Figure 1. Track usage over the die.
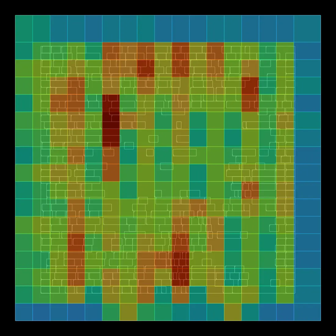
Figure 2. Metal layers overlaid.
(4 px per um) Two of the layers only.
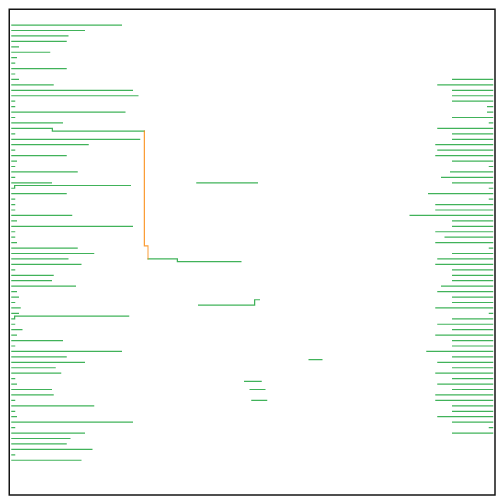
Figure 3. M1 wires.
(4 px per um) Supply wires on this layer in gray. Cells faint in the background.
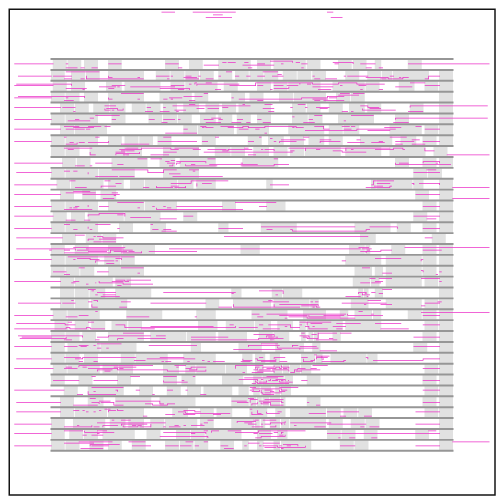
Figure 4. Sequential cells colored by netlist name.
(4 px per um) Other sequential cells in the stronger gray, the rest of the logic in the fainter gray.
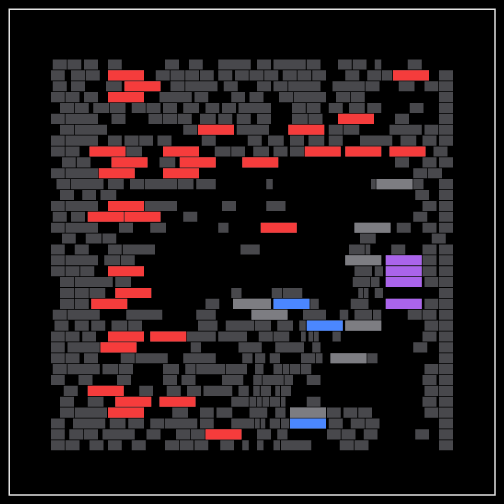
Design reg_write_arbiter_flat, sky130hd; sources not shown.
==> notes.md <==
On the backend side, the flow ran end to end.

The signal on the critical path passes through nor3_2, a31oi_1, o211ai_1, ha_2, xor2_2, xnor2_2, buf_6, buf_12, buf_8, mux4_2, mux2_2. According to the floorplan report, the die width is 121 um. The number of warning messages in the yosys log stands at 6. Walking the critical path from launch to capture passes 11 cell instances. The tree is rooted in a sky130_fd_sc_hd__clkbuf_8.

The delay of the slowest cell on the worst path stands at 0.48 ns. A synthesized cell averages 13.6 um^2. The library cells used most frequently in the layout, excluding fill and tap cells, are 233 x sky130_fd_sc_hd__clkdlybuf4s50_1, 46 x sky130_fd_sc_hd__dfrtp_1, 35 x sky130_fd_sc_hd__mux2_2. The worst setup path is launched from a flip-flop. The clock transition at the register clock pins on the worst setup and hold paths after CTS stands at 0.09 ns. Among all cell types in the netlist, the one instantiated most often is sky130_fd_sc_hd__buf_4. The path depth of the worst reg2reg path stands at 11. According to the timing report, the arrival time at the worst endpoint equals 2.75 ns. The run finished with clean final reports. The number of cells after detailed placement stands at 553.

The number of antenna violations at the first check in global routing stands at 0. The via count of the first global-routing pass was 2899. The routed design shows a via density per instance of 4.62. The H-tree level count stands at 2. TritonRoute reported its final design rule violation total as 0. The tightest hold margin stands at 0.317 ns.

The timing report attributes the biggest portion of critical-path delay to multiplexers. The insertion delay of the later-clocked pin in the worst-skew pair stands at 0.29 ns. Detailed placement ended at an HPWL of 8970 um.

The chip area estimate from yosys synthesis stands at 3270 um^2. The number of different library cells used by synthesis comes to 37. After routing, the total negative slack on setup checks comes to 0 ns.

The pin count of the biggest net entering global routing stands at 48. The placed instance area stands at 5400 um^2. The relative slew slack stands at 58.6%.

Looking at the cell usage after synthesis, the top flip-flop cell is sky130_fd_sc_hd__dfrtp_1. The achievable clock frequency stands at 390 MHz. The final estimated routing congestion in global placement stands at 0.810. The count of tool warnings stands at 29. The final tally of hold violations stands at 0. The number of primary I/O pins stands at 239. In the post-synthesis netlist, the biggest area contributors are sky130_fd_sc_hd__dfrtp_1 36%, sky130_fd_sc_hd__mux4_2 21%, sky130_fd_sc_hd__buf_4 15%. The synthesized design contains 47 register bits. The layout summary lists the proportion of cells stronger than drive strength 1 as 25.3%. The number of DRC markers after the initial detailed-route iteration stands at 37. The post-layout net count stands at 574. The antenna cell count stands at 0.

TritonCTS built the clock tree. The script reports the combined buffer and inverter count of the critical path as 3. The register area share after synthesis stands at 36.0%.

The transition time recorded at the tightest slew-check pin is 0.621 ns. The register with the most flip-flops in the layout has 32 of them. Yosys stat counts 241 cells in the synthesized netlist. The initialized floorplan defines 36 standard-cell rows.

The static leakage stands at 2.21 nW. In this run the VDD rail shows a maximum IR drop of 0.000807 V. The first global-routing pass estimated 15800 um of wire. Per the post-synthesis report, the nets total 381. The total of buffers placed on input and output ports stands at 238. The setup path with the least slack is of type reg2reg. Setup slack on the worst reg-to-reg path comes out at 0.03 ns. The post-route clock period utilization stands at 98.7%. The critical path's slowest stage uses the library cell sky130_fd_sc_hd__dfrtp_2. In the final report, the number of pins over their slew limit comes to 0.

The final-layout fill cell count stands at 791. The y dimension of the die stands at 121 um. Clock tree synthesis inserted a total of 5 buffers. STA classifies the critical path endpoint as a flip-flop.

The number of flops mapped to enable cells by yosys stands at 0. The async set-or-reset flop fraction in the synthesized netlist stands at 100%. The share of the core area taken by cells at floorplan is 33.1%. The min-delay analysis places its worst path in the category in2async.
Notes on Figure 1 above:
routed wire length per instance: 19.3 um
met1 Usage GRT: 12.7%
GRT Overall Usage: 13.5%
busiest grt layer: met2
GR met2 Demand/Resource: 25.0%

Notes on Figure 2 above:
- green: M3 (wire length 1610 um)
- orange: M4 (wire length 32.9 um)
overall via count from detail_route: 2618
Routed WL: 10900 um

Notes on Figure 3 above:
- longest straight run: 47.8 um
- main direction: horizontal
- share of all routed wire: 32%
- wire length on this layer: 3500 um

Notes on Figure 4 above:
- blue: u_core/state (sequential cells 3)
- purple: u_core/bus.ack (sequential cells 4; where middle right)
- red: u_core/bus.dff_d (sequential cells 32)
- not colored: 8
sequential-cell power consumption: 1.34 mW
share of cell area taken by flip-flops and latches: 21.0%

==> power breakdown <==
| group | switching (mW) | internal (mW) |
|---|---|---|
| logic | 2.46 | 3.26 |
| clock network | 0.237 | 0.209 |
| registers | 0.247 | 1.09 |
==> per-layer routing <==
| metal | part of all wire [%] | GRT usage (%) | routed length (um) |
|---|---|---|---|
| met5 | 0 | 0 | 0 |
| met4 | 0.29 | 2.34 | 32 |
| met3 | 15 | 7.82 | 1610 |
| met1 | 32 | 12.7 | 3500 |
| met2 | 53 | 25.0 | 5790 |
==> stage by stage <==
| step | power, mW | utilization (%) |
|---|---|---|
| finish | 7.51 | 56.7 |
| CTS | 7.27 | 55.7 |
| global route | 7.96 | 56.7 |
| detailed placement | 6.79 | 54.8 |
| floorplan | 5.15 | - |
| global placement | 6.69 | 54.8 |
==> worst reg2reg max path, stage by stage, from the launching register on <==
cell and delay [ns]:
sky130_fd_sc_hd__dfrtp_2 0.48, sky130_fd_sc_hd__nor3_2 0.18, sky130_fd_sc_hd__a31oi_1 0.06, sky130_fd_sc_hd__o211ai_1 0.20
sky130_fd_sc_hd__ha_2 0.22, sky130_fd_sc_hd__xor2_2 0.20, sky130_fd_sc_hd__xnor2_2 0.14, sky130_fd_sc_hd__buf_6 0.14
sky130_fd_sc_hd__buf_12 0.13, sky130_fd_sc_hd__buf_8 0.14, sky130_fd_sc_hd__mux4_2 0.30, sky130_fd_sc_hd__mux2_2 0.27
==> area by class of cell <==
cell class | count | area (um^2) | area share (%)
Tap cell | 133 | 166 | 2.97
Timing Repair Buffer | 260 | 2620 | 46.8
Clock buffer | 6 | 82.6 | 1.48
Clock inverter | 1 | 5.00 | 0.0894
Multi-Input combinational cell | 114 | 1520 | 27.2
Inverter | 6 | 22.5 | 0.402
Sequential cell | 47 | 1180 | 21.0
==> kinds of logic after synthesis <==
| group | count (synthesis) | share of synthesized area [%] |
|---|---|---|
| flip-flops | 47 | 36.0 |
| AND/OR/NAND/NOR | 27 | 5.36 |
| XOR/XNOR | 2 | 0.536 |
| AND-OR/OR-AND | 10 | 2.18 |
| adder cells (fa/ha/maj) | 6 | 2.22 |
| buffers and inverters | 80 | 18.8 |
| multiplexers | 69 | 34.9 |
Power and IR drop assume default switching activity.
